`src/rtl/uart_rx_frame.sv`:
```
// UART receiver with configurable frame format (5-9 data bits, none/odd/even
// parity, 1 or 2 stop bits), 2-flop input synchroniser, glitch-rejecting start
// detection, valid/ready holding register and parity/framing/overrun pulses.
// Optional build macro UART_RX_MAJORITY_EN: each bit decision becomes a 2-of-3
// vote around the mid-bit point, taken one cycle after the nominal sample.
module uart_rx_frame #(
  parameter int unsigned CLKS_PER_BIT = 16,
  parameter int unsigned DATA_BITS    = 8,
  parameter int unsigned PARITY       = 0,
  parameter int unsigned STOP_BITS    = 1
) (
  input  logic                 clk,
  input  logic                 rst_n,
  input  logic                 data_in,
  output logic [DATA_BITS-1:0] data_out,
  output logic                 data_valid,
  input  logic                 data_ready,
  output logic                 parity_err,
  output logic                 frame_err,
  output logic                 overrun_err
);

  localparam int unsigned CntW = $clog2(CLKS_PER_BIT);
`ifdef UART_RX_MAJORITY_EN
  localparam int unsigned MajDly = 1;
`else
  localparam int unsigned MajDly = 0;
`endif
  localparam logic [CntW-1:0] StartSample = CntW'(CLKS_PER_BIT / 2 - 1 + MajDly);
  localparam logic [CntW-1:0] BitSample   = CntW'(CLKS_PER_BIT - 1);
  localparam logic [3:0]      LastData    = 4'(DATA_BITS - 1);
  localparam logic [3:0]      LastStop    = 4'(STOP_BITS - 1);

  typedef enum logic [2:0] {
    StIdle, StStart, StData, StParity, StStop, StWaitHigh
  } state_e;

  logic [1:0]           sync_q;
  logic                 rx_s;
  logic                 rx_bit;
  state_e               state_q, state_d;
  logic [CntW-1:0]      cnt_q, cnt_d;
  logic [3:0]           idx_q, idx_d;
  logic [DATA_BITS-1:0] shift_q, shift_d;
  logic                 par_bit_q, par_bit_d;
  logic                 stop_bad_q, stop_bad_d;
  logic                 done_good, done_bad, par_fail;
  logic [DATA_BITS-1:0] data_q, data_d;
  logic                 valid_q, valid_d;
  logic                 perr_q, perr_d, ferr_q, ferr_d, oerr_q, oerr_d;

  // Two-flop synchroniser for the asynchronous serial pin; idles high.
  always_ff @(posedge clk or negedge rst_n) begin
    if (!rst_n) sync_q <= 2'b11;
    else        sync_q <= {sync_q[0], data_in};
  end
  assign rx_s = sync_q[1];

`ifdef UART_RX_MAJORITY_EN
  logic [1:0] hist_q;
  // Two previous line samples; with rx_s they form the three-sample vote window.
  always_ff @(posedge clk or negedge rst_n) begin
    if (!rst_n) hist_q <= 2'b11;
    else        hist_q <= {hist_q[0], rx_s};
  end
  assign rx_bit = (hist_q[1] & hist_q[0]) | (hist_q[1] & rx_s) | (hist_q[0] & rx_s);
`else
  assign rx_bit = rx_s;
`endif

  // Frame state and shift registers.
  always_ff @(posedge clk or negedge rst_n) begin
    if (!rst_n) begin
      state_q    <= StIdle;
      cnt_q      <= '0;
      idx_q      <= '0;
      shift_q    <= '0;
      par_bit_q  <= 1'b0;
      stop_bad_q <= 1'b0;
    end else begin
      state_q    <= state_d;
      cnt_q      <= cnt_d;
      idx_q      <= idx_d;
      shift_q    <= shift_d;
      par_bit_q  <= par_bit_d;
      stop_bad_q <= stop_bad_d;
    end
  end

  // Next-state logic; completion is flagged on the last stop-sample cycle.
  always_comb begin
    state_d    = state_q;
    cnt_d      = cnt_q + CntW'(1);
    idx_d      = idx_q;
    shift_d    = shift_q;
    par_bit_d  = par_bit_q;
    stop_bad_d = stop_bad_q;
    done_good  = 1'b0;
    done_bad   = 1'b0;
    unique case (state_q)
      StIdle: begin
        cnt_d = '0;
        if (!rx_s) state_d = StStart;
      end
      StStart: begin
        if (cnt_q == StartSample) begin
          cnt_d      = '0;
          idx_d      = '0;
          stop_bad_d = 1'b0;
          state_d    = rx_bit ? StIdle : StData;  // high at mid-start is a glitch
        end
      end
      StData: begin
        if (cnt_q == BitSample) begin
          cnt_d   = '0;
          shift_d = {rx_bit, shift_q[DATA_BITS-1:1]};
          if (idx_q == LastData) begin
            idx_d   = '0;
            state_d = (PARITY != 0) ? StParity : StStop;
          end else begin
            idx_d = idx_q + 4'd1;
          end
        end
      end
      StParity: begin
        if (cnt_q == BitSample) begin
          cnt_d     = '0;
          par_bit_d = rx_bit;
          state_d   = StStop;
        end
      end
      StStop: begin
        if (cnt_q == BitSample) begin
          cnt_d = '0;
          if (idx_q == LastStop) begin
            idx_d = '0;
            if (stop_bad_q || !rx_bit) begin
              done_bad = 1'b1;
              state_d  = StWaitHigh;
            end else begin
              done_good = 1'b1;
              state_d   = StIdle;
            end
          end else begin
            idx_d      = idx_q + 4'd1;
            stop_bad_d = stop_bad_q | ~rx_bit;
          end
        end
      end
      StWaitHigh: begin
        // Hold off until the line idles so a break cannot retrigger a start.
        cnt_d = '0;
        if (rx_s) state_d = StIdle;
      end
      default: state_d = StIdle;
    endcase
  end

  // Parity check over the assembled word and the received parity bit.
  always_comb begin
    par_fail = 1'b0;
    if (PARITY == 1)      par_fail = ~(^shift_q ^ par_bit_q);
    else if (PARITY == 2) par_fail = ^shift_q ^ par_bit_q;
  end

  // Holding register, handshake and error pulse generation.
  always_comb begin
    data_d  = data_q;
    valid_d = valid_q & ~data_ready;
    perr_d  = 1'b0;
    ferr_d  = 1'b0;
    oerr_d  = 1'b0;
    if (done_bad) begin
      ferr_d = 1'b1;
    end else if (done_good) begin
      if (!valid_q || data_ready) begin
        data_d  = shift_q;
        valid_d = 1'b1;
        perr_d  = par_fail;
      end else begin
        oerr_d = 1'b1;  // new word dropped, held word untouched
      end
    end
  end

  // Output registers.
  always_ff @(posedge clk or negedge rst_n) begin
    if (!rst_n) begin
      data_q  <= '0;
      valid_q <= 1'b0;
      perr_q  <= 1'b0;
      ferr_q  <= 1'b0;
      oerr_q  <= 1'b0;
    end else begin
      data_q  <= data_d;
      valid_q <= valid_d;
      perr_q  <= perr_d;
      ferr_q  <= ferr_d;
      oerr_q  <= oerr_d;
    end
  end

  assign data_out    = data_q;
  assign data_valid  = valid_q;
  assign parity_err  = perr_q;
  assign frame_err   = ferr_q;
  assign overrun_err = oerr_q;

endmodule

```
`config.mk`:
```
export PLATFORM = sky130hd
export DESIGN_NAME = uart_rx_frame
export DESIGN_NICKNAME = d
export VERILOG_FILES = /design/src/rtl/uart_rx_frame.sv
export SDC_FILE = /design/constraint.sdc
export NUM_CORES = 1
export LEC_CHECK = 0
export ABC_AREA = 1
export CAP_MARGIN = 20
export CORE_AREA = 2 2 70 55
export CTS_BUF_LIST = sky130_fd_sc_hd__clkbuf_8 sky130_fd_sc_hd__clkbuf_16
export CTS_CLUSTER_DIAMETER = 200
export DETAILED_ROUTE_END_ITERATION = 7
export DIE_AREA = 0 0 72 57
export GPL_ROUTABILITY_DRIVEN = 1
export PLACE_DENSITY = 0.84
export SLEW_MARGIN = 25
export SYNTH_ARGS = -nofsm -noshare
export SYNTH_HDL_FRONTEND = slang
export SYNTH_SLANG_ARGS = --single-unit
```
`constraint.sdc`:
```
create_clock -name clk -period 1.6 [get_ports clk]
set_clock_uncertainty 0.15 [all_clocks]
set_input_delay 0.16 -clock clk [delete_from_list [all_inputs] [get_ports clk]]
set_output_delay 0.16 -clock clk [all_outputs]
set_load 0.01 [all_outputs]
```
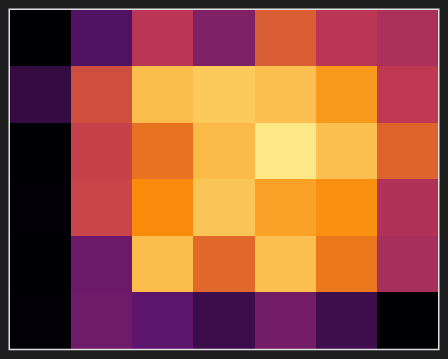
Figure 1: local utilization.
7 x 6 tiles, from black (low) to pale yellow (high), 0 to 100% covered.
tiles over 75% full: 29%
nearly empty tiles: 14%
mean over tiles: 50%
emptiest ninth of the die: lower left

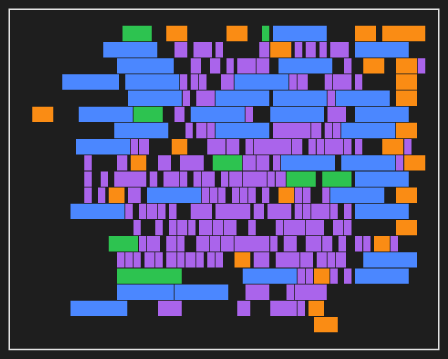
Figure 2: cell classes on the final placement.
legend:
  purple:
    class: remaining logic cells
    cells: 156
  green:
    class: clock drivers and dummy loads
    cells: 8
  orange:
    class: remaining buffers and delay cells
    cells: 24
  blue:
    class: registers
    cells: 33

==> results.sh <==
# implementation run metrics
export IMPL_io_pins=16
export IMPL_ys_cells=191
export IMPL_fin_crit_sh_pct=98.69
export IMPL_fin_area_mm2=0.002096
export IMPL_numSynthFlops=33
export IMPL_largest_area_cell="dfrtp_1"
export IMPL_cts_tree="done"
export IMPL_htreeDepth=2
export IMPL_slew_viol_final=0
export IMPL_setup_tns_ps=0
export IMPL_hold_class="in -> async"
export IMPL_worst_hold_slack_ps=82.16
export IMPL_via_count=1286
export IMPL_placed_cell_area_mm2=0.001886
export IMPL_drt_first_pass_iters=4
export IMPL_antenna_found_initial=0
export IMPL_regToRegSetupSlack_ps=20
export IMPL_cts_repair_resized=3
export IMPL_worstRegToRegCells=5
export IMPL_numCtsBuffers=5
export IMPL_synthTopCellsByArea="dfrtp_1 (47%), nand2_1 (13%), inv_1 (4.5%)"
export IMPL_dp_cells=251
export IMPL_wl_met3_um=143
export IMPL_area_growth_pct=26.42
export IMPL_endpoint="data_out[0]$_DFFE_PN0P_"
export IMPL_layout_drive_gt1_share_pct=28.05
export IMPL_end_kind="flop"
export IMPL_die_w_um=72
export IMPL_yosysMostFrequentCell="nand2_1"
export IMPL_postCtsSetupBuffers=1
export IMPL_synth_area_mm2=0.001658
export IMPL_route_detailed_drc=0
export IMPL_globalRouteMet3Util_pct=4.240
export IMPL_layout_setup_ws_ps=20.95
export IMPL_vdd_ir_drop_worst_mv=0.6745
export IMPL_cts_sinks=33
export IMPL_fp_nets=198
export IMPL_clockPowerShare_pct=27.9
export IMPL_die_y_um=57
export IMPL_warning_count=28
export IMPL_leakage_nw=0.9839
export IMPL_place_ws_ps=-68.17
export IMPL_cts_hold_buffers_added=0
export IMPL_grt_setup_unrepaired="true"
export IMPL_drt_total_wl_mm=3.226
export IMPL_fp_util_pct=47.44
export IMPL_finalSetupViolations=0
export IMPL_p_int_mw=1.792
export IMPL_grt_met2_usage_pct=26.06
export IMPL_dp_hpwl_mm=2.225
export IMPL_hold_viol=0
export IMPL_pwr_share_comb_pct=36.8
export IMPL_ys_seq_share_pct=49.96
export IMPL_fin_util_pct=59.97
export IMPL_top_cell_area_share_pct=46.79
export IMPL_highest_layer="met4"
export IMPL_status="finished, final reports clean"
export IMPL_dr_first_iter_drc_count=125
export IMPL_clock_latency_late_pin_ps=290
export IMPL_synthArstFlopShare_pct=100.0
export IMPL_met1_usage_pct=24.51
export IMPL_fmax_mhz=633.3
export IMPL_cts_root_buf="clkbuf_8"
export IMPL_antenna_left=0
export IMPL_p_sw_mw=1.084
export IMPL_cts_buffer_depth=2
export IMPL_routabilityCongestion=0.8503
export IMPL_clkTransAtPathRegs_ps=70
cells by family (layout without fill, tap and decap cells):
group                      count (synthesis)  count (layout)  synth area share [%]
adders and majority gates                  3               3                 2.264
other                                      1               1                0.2262
and+or+nand+nor                           99             100                 28.76
xor gates and xnor gates                   2               2                 1.057
DFF                                       33              33                 49.96
buffers and inverters                     27              56                 7.245
AOI/OAI and AO/OA                         26              26                 10.49
power groups by stage:
stage / clock network, mW / registers, mW / logic, mW
finish: 0.804 / 1.01 / 1.06
global route: 0.839 / 1.02 / 1.20
CTS: 0.808 / 1.00 / 0.940
detailed placement: 0 / 1.02 / 0.920
global placement: 0 / 1.01 / 0.902
floorplan: 0 / 1.01 / 0.701
cells in the final DEF, fill, tap and decap left out, drive strengths merged:
| cell | n |
|---|---|
| nand3b | 1 |
| xor2 | 1 |
| bufinv | 1 |
| clkbuf | 6 |
| nand4 | 1 |
| ha | 3 |
| nor3b | 1 |
| nand3 | 12 |
| nor2 | 19 |
| dfrtp | 31 |
| dfstp | 2 |
| a21boi | 1 |
| nand2 | 64 |
| conb | 1 |
| clkdlybuf4s50 | 14 |
| inv | 25 |
| nor3 | 2 |
| xnor2 | 1 |
| a21oi | 6 |
| o21ai | 19 |
| buf | 10 |
cell type report:
cell class / instances / area (um^2) / share of cell area, %
Timing Repair Buffer: 24 / 231.5 / 11.04
Tap cell: 42 / 52.55 / 2.507
Inverter: 24 / 95.09 / 4.537
Sequential cell: 33 / 830.8 / 39.64
Clock inverter: 2 / 33.78 / 1.612
Clock buffer: 6 / 82.58 / 3.940
Multi-Input combinational cell: 132 / 769.5 / 36.72
worst max-delay path, cell delays in order (launching register included):
cell and delay, ps:
dfstp_2 540, nand2_1 110, nor3_4 310, nand3_4 200, nand2_1 120, o21ai_2 50
Power figures rest on the tool's default switching activity, not on a simulated workload.
